`src/rtl/uart_pkg.sv`:
```
// Shared UART definitions: transmitter state encoding, parity modes, parity helper.
// Latency: none (types and a pure function only).
// Backpressure: not applicable.
package uart_pkg;

  typedef enum logic [2:0] {
    ST_IDLE   = 3'd0,
    ST_START  = 3'd1,
    ST_DATA   = 3'd2,
    ST_PARITY = 3'd3,
    ST_STOP   = 3'd4
  } tx_state_t;

  localparam int PARITY_NONE = 0;
  localparam int PARITY_EVEN = 1;
  localparam int PARITY_ODD  = 2;

  // Parity over the low nbits of data; even mode returns the XOR, odd its inverse.
  // Also used by the receiver to check incoming frames.
  function automatic logic parity_bit(input logic [8:0] data, input int nbits, input int mode);
    logic p;
    p = 1'b0;
    for (int i = 0; i < 9; i++) begin
      if (i < nbits) p = p ^ data[i];
    end
    return (mode == PARITY_ODD) ? ~p : p;
  endfunction

endpackage

```
`src/rtl/uart_tx_frame_if.sv`:
```
// Host-side word handshake into the UART transmitter.
// Latency: none (wiring only).
// Backpressure: word transfers when tx_valid & tx_ready; master holds tx_data while tx_ready is low.
interface uart_tx_frame_if #(
  parameter int DATA_BITS = 8
);
  logic [DATA_BITS-1:0] tx_data;
  logic                 tx_valid;
  logic                 tx_ready;

  modport master (output tx_data, output tx_valid, input tx_ready);
  modport slave  (input tx_data, input tx_valid, output tx_ready);
endinterface

```
`src/rtl/uart_tx_hold.sv`:
```
// One-entry holding register between the host handshake and the transmit shifter.
// Latency: a pushed word is visible (hold_full) the cycle after the accept.
// Backpressure: push_rdy is low while full; a pop and a push in one cycle keep it full with the new word.
module uart_tx_hold #(
  parameter int WIDTH = 8
) (
  input  logic             clock,
  input  logic             reset,
  input  logic [WIDTH-1:0] push_dat,
  input  logic             push_vld,
  output logic             push_rdy,
  input  logic             pop,
  output logic [WIDTH-1:0] hold_dat,
  output logic             hold_full
);

  logic push;

  assign push_rdy = !hold_full;
  assign push     = push_vld && push_rdy;

  // Capture accepted words; a simultaneous pop and push leaves the entry occupied.
  always_ff @(posedge clock) begin
    if (reset) begin
      hold_full <= 1'b0;
      hold_dat  <= '0;
    end else begin
      if (push) hold_dat <= push_dat;
      if (push)     hold_full <= 1'b1;
      else if (pop) hold_full <= 1'b0;
    end
  end

endmodule

```
`src/rtl/uart_tx_frame.sv`:
```
// Serial transmitter: start, 5..9 data bits LSB first, optional parity (UART_TX_PARITY_EN), 1..2 stop bits.
// Latency: start bit goes out on the first uart_tick edge strictly after the accept; one bit per tick.
// Backpressure: tx_ready low while the holding register is occupied; it frees when the shifter loads.
module uart_tx_frame
  import uart_pkg::*;
#(
  parameter int DATA_BITS = 8,
  parameter int STOP_BITS = 1,
  parameter int PARITY    = PARITY_NONE
) (
  input  logic             clock,
  input  logic             reset,
  input  logic             uart_tick,
  uart_tx_frame_if.slave   host,
  output logic             busy,
  output logic             frame_done,
  output logic             TxD
);

  localparam logic [3:0] LAST_DATA = 4'(DATA_BITS - 1);
  localparam logic [3:0] LAST_STOP = 4'(STOP_BITS - 1);

  tx_state_t            state_q, state_d;
  logic [3:0]           cnt_q, cnt_d;
  logic [DATA_BITS-1:0] shift_q, shift_d;
  logic                 txd_q, txd_d;
  logic                 fd_q, fd_d;
  logic                 load;
  logic [DATA_BITS-1:0] hold_dat;
  logic                 hold_full;

  uart_tx_hold #(.WIDTH(DATA_BITS)) u_hold (
    .clock     (clock),
    .reset     (reset),
    .push_dat  (host.tx_data),
    .push_vld  (host.tx_valid),
    .push_rdy  (host.tx_ready),
    .pop       (load),
    .hold_dat  (hold_dat),
    .hold_full (hold_full)
  );

`ifdef UART_TX_PARITY_EN
  localparam bit PAR_ON = (PARITY != PARITY_NONE);
  logic par_q;

  // Parity of the word is fixed when it moves from the holding register into the shifter.
  always_ff @(posedge clock) begin
    if (reset)     par_q <= 1'b0;
    else if (load) par_q <= parity_bit(9'(hold_dat), DATA_BITS, PARITY);
  end
`endif

  // State and datapath registers; the line idles high out of reset.
  always_ff @(posedge clock) begin
    if (reset) begin
      state_q <= ST_IDLE;
      cnt_q   <= '0;
      shift_q <= '0;
      txd_q   <= 1'b1;
      fd_q    <= 1'b0;
    end else begin
      state_q <= state_d;
      cnt_q   <= cnt_d;
      shift_q <= shift_d;
      txd_q   <= txd_d;
      fd_q    <= fd_d;
    end
  end

  // Next-state: everything advances only on a baud tick; frame_done is a single-cycle pulse.
  always_comb begin
    state_d = state_q;
    cnt_d   = cnt_q;
    shift_d = shift_q;
    txd_d   = txd_q;
    fd_d    = 1'b0;
    load    = 1'b0;
    if (uart_tick) begin
      case (state_q)
        ST_IDLE: begin
          txd_d = 1'b1;
          if (hold_full) begin
            load    = 1'b1;
            shift_d = hold_dat;
            txd_d   = 1'b0;
            state_d = ST_START;
          end
        end
        ST_START: begin
          txd_d   = shift_q[0];
          cnt_d   = '0;
          state_d = ST_DATA;
        end
        ST_DATA: begin
          if (cnt_q == LAST_DATA) begin
            cnt_d = '0;
`ifdef UART_TX_PARITY_EN
            if (PAR_ON) begin
              txd_d   = par_q;
              state_d = ST_PARITY;
            end else begin
              txd_d   = 1'b1;
              state_d = ST_STOP;
            end
`else
            txd_d   = 1'b1;
            state_d = ST_STOP;
`endif
          end else begin
            shift_d = shift_q >> 1;
            txd_d   = shift_q[1];
            cnt_d   = cnt_q + 4'd1;
          end
        end
        ST_PARITY: begin
          txd_d   = 1'b1;
          cnt_d   = '0;
          state_d = ST_STOP;
        end
        ST_STOP: begin
          if (cnt_q == LAST_STOP) begin
            fd_d  = 1'b1;
            cnt_d = '0;
            if (hold_full) begin
              // Back-to-back: next start bit follows the last stop bit with no idle period.
              load    = 1'b1;
              shift_d = hold_dat;
              txd_d   = 1'b0;
              state_d = ST_START;
            end else begin
              txd_d   = 1'b1;
              state_d = ST_IDLE;
            end
          end else begin
            cnt_d = cnt_q + 4'd1;
          end
        end
        default: begin
          txd_d   = 1'b1;
          state_d = ST_IDLE;
        end
      endcase
    end
  end

  // Outputs come straight from registers, so TxD is glitch-free.
  always_comb begin
    busy       = (state_q != ST_IDLE);
    frame_done = fd_q;
    TxD        = txd_q;
  end

endmodule

```
`src/flat_wrapper.sv`:
```
// flat-port wrapper written by rule: the top's interface ports become plain ports
module uart_tx_frame_flat import uart_pkg::*;
#(
  parameter int DATA_BITS = 8,
  parameter int STOP_BITS = 1,
  parameter int PARITY    = PARITY_NONE
)
  (clock, reset, uart_tick, busy, frame_done, TxD, host_tx_data, host_tx_valid, host_tx_ready);
  uart_tx_frame_if #(.DATA_BITS(DATA_BITS)) host_i ();
  input  logic clock;
  input  logic reset;
  input  logic uart_tick;
  output logic busy;
  output logic frame_done;
  output logic TxD;
  input wire logic [$bits(host_i.tx_data)-1:0] host_tx_data;
  input wire logic [$bits(host_i.tx_valid)-1:0] host_tx_valid;
  output wire logic [$bits(host_i.tx_ready)-1:0] host_tx_ready;
  assign host_i.tx_data = host_tx_data;
  assign host_i.tx_valid = host_tx_valid;
  assign host_tx_ready = host_i.tx_ready;
  uart_tx_frame #(.DATA_BITS(DATA_BITS), .STOP_BITS(STOP_BITS), .PARITY(PARITY)) u_core (.clock(clock), .reset(reset), .uart_tick(uart_tick), .host(host_i), .busy(busy), .frame_done(frame_done), .TxD(TxD));
endmodule
```
`config.mk`:
```
export PLATFORM = sky130hd
export DESIGN_NAME = uart_tx_frame_flat
export DESIGN_NICKNAME = d
export VERILOG_FILES = /design/src/rtl/uart_pkg.sv /design/src/rtl/uart_tx_frame_if.sv /design/src/rtl/uart_tx_hold.sv /design/src/rtl/uart_tx_frame.sv /design/src/flat_wrapper.sv
export SDC_FILE = /design/constraint.sdc
export NUM_CORES = 1
export LEC_CHECK = 0
export CAP_MARGIN = 5
export CORE_ASPECT_RATIO = 0.8
export CORE_MARGIN = 1
export CORE_UTILIZATION = 35
export CTS_CLUSTER_SIZE = 14
export DETAILED_ROUTE_END_ITERATION = 12
export GPL_ROUTABILITY_DRIVEN = 0
export PLACE_DENSITY = 0.65
export SLEW_MARGIN = 5
export SYNTH_ARGS = -nofsm -noshare
export SYNTH_HDL_FRONTEND = slang
export SYNTH_SLANG_ARGS = --single-unit
```
`constraint.sdc`:
```
create_clock -name clock -period 1.76 [get_ports clock]
set_input_delay 0.176 -clock clock [delete_from_list [all_inputs] [get_ports clock]]
set_output_delay 0.176 -clock clock [all_outputs]
set_load 0.03 [all_outputs]
```
==> results.py <==
# Physical implementation metrics
metrics = {
    "outcome": {
        "status": "complete, no violations",
    },
    "synthesis": {
        "synth_top_flop_cell": "dfxtp_1",
        "edf_count": 0,
        "ys_area_sq_um": 1280,
        "avgSynthCellArea_sq_um": 8.16,
        "syn_inst": 157,
        "ys_ff": 26,
        "syn_area_sq_um": 1280,
        "async_flop_share_pct": 0,
        "fp_nets": 171,
        "synth_cell_types": 41,
        "yosys_warnings": 0,
        "ys_cells": 157,
        "yosysSeqAreaShare_pct": 40.6,
    },
    "final_timing": {
        "layout_setup_ws_ns": 0.0526,
        "finalSetupTns_ns": 0,
        "finalCriticalPeriod_ns": 1.71,
        "rsz0062_at_grt": "false",
        "fmax_ghz": 0.586,
        "slew_violations": 0,
        "max_slew_margin_pct": 74.8,
        "worstMarginPinSlew_ns": 0.377,
        "setup_viol": 0,
        "hold_viol": 0,
        "period_used_pct": 97.0,
    },
    "final_layout": {
        "clock_buffers": 3,
        "flop-count": 26,
        "inv_count": 3,
        "logic_gates": 119,
        "n_all_buffers": 30,
        "clk_share_pct": 4.32,
        "final_nets": 197,
        "largest_class": "logic gates",
        "comb_area_sq_um": 733,
        "drive_gt1_share_pct": 16.5,
        "seq_area_share_pct": 31.5,
        "syn2layout_area_growth_pct": 28.8,
        "fill_cells": 328,
        "sh_comb_area_pct": 44.4,
        "seq_area_sq_um": 520,
        "buf_share_pct": 15.8,
        "diodes": 0,
    },
    "global_routing": {
        "grt.total_usage_pct": 14.6,
        "grt_util_met1_pct": 20.7,
        "grt.busiest_layer": "met2",
        "grt_overflow": 0,
        "grt.met2_usage_pct": 21.9,
        "grt_max_degree": 20,
        "grt_pass1_vias": 1013,
        "grt_pass1_wl_um": 4600,
        "grt_use_met3_pct": 3.62,
        "antenna_found_initial": 0,
    },
    "place": {
        "port_buffers": 15,
        "hpwl_um": 1980,
        "place_ws_ns": -0.0690,
    },
    "setup_path": {
        "cp_data_arrival_time_ns": 1.91,
        "max_stage_delay_ns": 0.42,
        "endpoint_kind": "flip-flop",
        "cp_num_buf_inv": 1,
        "slowest_stage": "or3b_4",
        "crit_path_cell_trace": "inv_1 > ha_1 > or3b_4 > a21bo_4 > a211o_1 > a21oi_2",
        "critPathTopFamily": "AND-OR/OR-AND gates",
        "critPathMaxFanout": 5,
        "path_class": "reg2reg",
        "critPathLaunchType": "flip-flop",
        "crit_required_ns": 1.97,
    },
    "floorplan": {
        "fp.coreArea_sq_um": 3470,
        "dieArea_sq_um": 3910,
        "ios": 16,
        "well_tap_count": 42,
        "dieHeight_um": 56.1,
        "rows": 19,
        "die_x_um": 69.6,
        "fp_util_pct": 36.9,
    },
    "pwr": {
        "max-vdd-ir-drop_mv": 0.364,
        "p_leak_nw": 0.603,
        "comb-power_uw": 186,
        "switching_power_uw": 299,
        "power_frac_clock_pct": 37.7,
        "p_int_mw": 1.00,
        "seqPwrFrac_pct": 48.0,
        "pwr_density_cell_nw_per_um2": 790,
        "power_frac_comb_pct": 14.3,
        "power_leader": "registers",
        "p_sw_share_pct": 22.9,
        "pg_seq_uw": 626,
    },
    "detailed_routing": {
        "num_vias": 1171,
        "wl_per_cell_um": 12.8,
        "drt_iter0_drc": 94,
        "drc": 0,
        "dr.pass1.iters": 4,
        "ant_nets": 0,
        "via_per_inst": 5.23,
        "routed_wl_um": 2860,
    },
    "cts": {
        "clock_sinks": 26,
        "cts_hold_buf": 0,
        "numCtsBuffers": 3,
        "cts_root_buf": "clkbuf_8",
        "cts_max_path_buffers": 2,
        "clk_latency_ns": 0.27,
        "cts.clk_slew.worst_paths_ns": 0.09,
        "cts_tree": "built",
        "htree_levels": 1,
        "postCtsSetupRepairBufs": 0,
    },
    "job": {
        "warnings": 27,
        "max_cap_violations": 0,
    },
    "worst_hold_path": {
        "min_path_type": "in2reg",
    },
}
## final timing paths
path | to | from | slack, ns | depth (start not counted)
min reg2reg | u_core.u_hold.hold_dat[1]$_SDFFE_PP0P_ | u_core.u_hold.hold_dat[1]$_SDFFE_PP0P_ | 0.46 | 2
max reg2reg | u_core.shift_q[2]$_SDFFE_PP0P_ | u_core.cnt_q[0]$_SDFFE_PP0P_ | 0.05 | 6
min | u_core.u_hold.hold_dat[0]$_SDFFE_PP0P_ | host_tx_data[0] | 0.44 | 3
max | u_core.shift_q[2]$_SDFFE_PP0P_ | u_core.cnt_q[0]$_SDFFE_PP0P_ | 0.05 | 6
## layout by cell type, fill, tap and decap left out, types with 2 or more instances in the layout
cell type	n
nand2_1	34
dfxtp_1	26
a21oi_1	17
buf_4	15
clkdlybuf4s50_1	14
o21ai_0	9
nor2_1	7
a211o_1	7
inv_1	3
nand3_1	3
nor3_1	3
nand2b_1	3
a21bo_2	3
clkbuf_8	3
nor3b_2	2
nor4b_1	2
nand3b_1	2
nand4b_1	2
a21oi_2	2
ha_1	2
## cells by family (layout without fill, tap and decap cells)
kind of cell / after synthesis / after routing / share of synthesized area (%)
AND-OR/OR-AND: 43 / 45 / 21.0
buffers and inverters: 14 / 37 / 5.37
adder cells (fa/ha/maj): 2 / 2 / 1.95
multiplexers: 2 / 2 / 1.66
XOR/XNOR: 2 / 2 / 1.37
AND/OR/NAND/NOR: 68 / 68 / 28.0
flip-flops: 26 / 26 / 40.6
## routing by layer
metal / vias to the layer above / wire length, um
li1: 602 / -
met1: 542 / 1500
met2: 25 / 1240
met3: 2 / 101
met4: 0 / 23
met5: - / 0
## flip-flops by register name, summed over array words and instances (netlist names)
register	flops
u_core.state_q	3
u_core.TxD	1
u_core.cnt_q	4
u_core.shift_q	8
u_core.frame_done	1
u_core.u_hold.hold_full	1
u_core.u_hold.hold_dat	8
## cells in the mapped netlist, types with 2 or more instances
master / count / area, sq um
nor3_1: 3 / 15.0
nand3_1: 3 / 15.0
o21ai_0: 9 / 45.0
nand2_1: 34 / 128
ha_1: 2 / 25.0
dfxtp_1: 26 / 521
a211o_1: 7 / 61.3
nand3b_1: 2 / 15.0
a21oi_1: 19 / 95.1
clkbuf_1: 4 / 15.0
nand2b_1: 3 / 18.8
nand4b_1: 2 / 17.5
inv_1: 3 / 11.3
buf_2: 4 / 20.0
nor3b_1: 2 / 15.0
nor2_1: 7 / 26.3
or3b_1: 2 / 17.5
nor4b_1: 2 / 17.5
## per-stage QoR
step | util, % | hold WS [ns] | instances | total power [mW] | cell area (sq um)
floorplan | - | 0.285 | 157 | 0.741 | 1280
global placement | 44.3 | 0.445 | 218 | 0.811 | 1540
detailed placement | 44.3 | 0.452 | 218 | 0.815 | 1540
CTS | 46.5 | 0.440 | 222 | 1.31 | 1620
global route | 47.5 | 0.444 | 224 | 1.38 | 1650
finish | 47.5 | 0.445 | 224 | 1.30 | 1650
## worst min-delay path, cell delays in order
cell,delay (ns)
clkdlybuf4s50_1,0.39
nand2_1,0.05
a21oi_1,0.05
## what timing repair did
action	4_1_cts	5_1_grt
cloned	0	2
pin swaps	0	1
endpoints found under the setup margin	9	8
gates resized	3	4
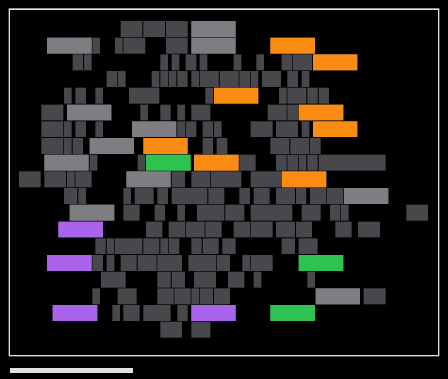
(sequential cells grouped by signal name)
Scale bar: 20 um.
| netlist name | colour | placed flops |
|---|---|---|
| `u_core.cnt_q` | purple | 4 |
| `u_core.shift_q` | orange | 8 |
| `u_core.state_q` | green | 3 |
not coloured: 11

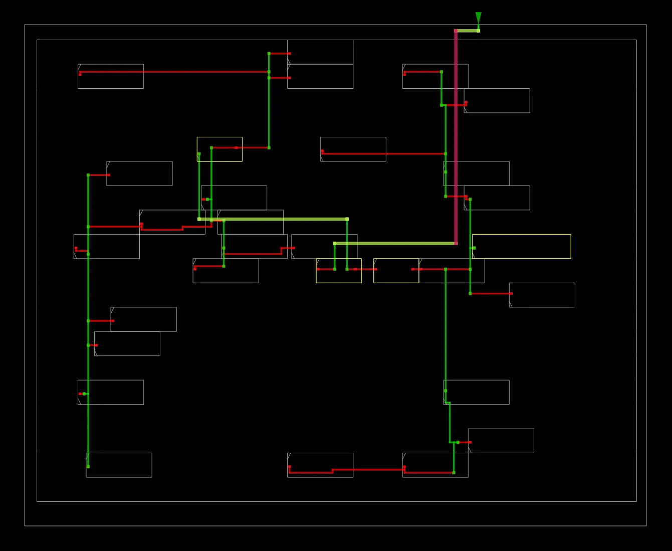
(clock wiring as the flow saved it)
Power Clock: 492 uW
Final Skew: 0.00450 ns

No activity file was given, so power comes from the tool's default toggle rates.
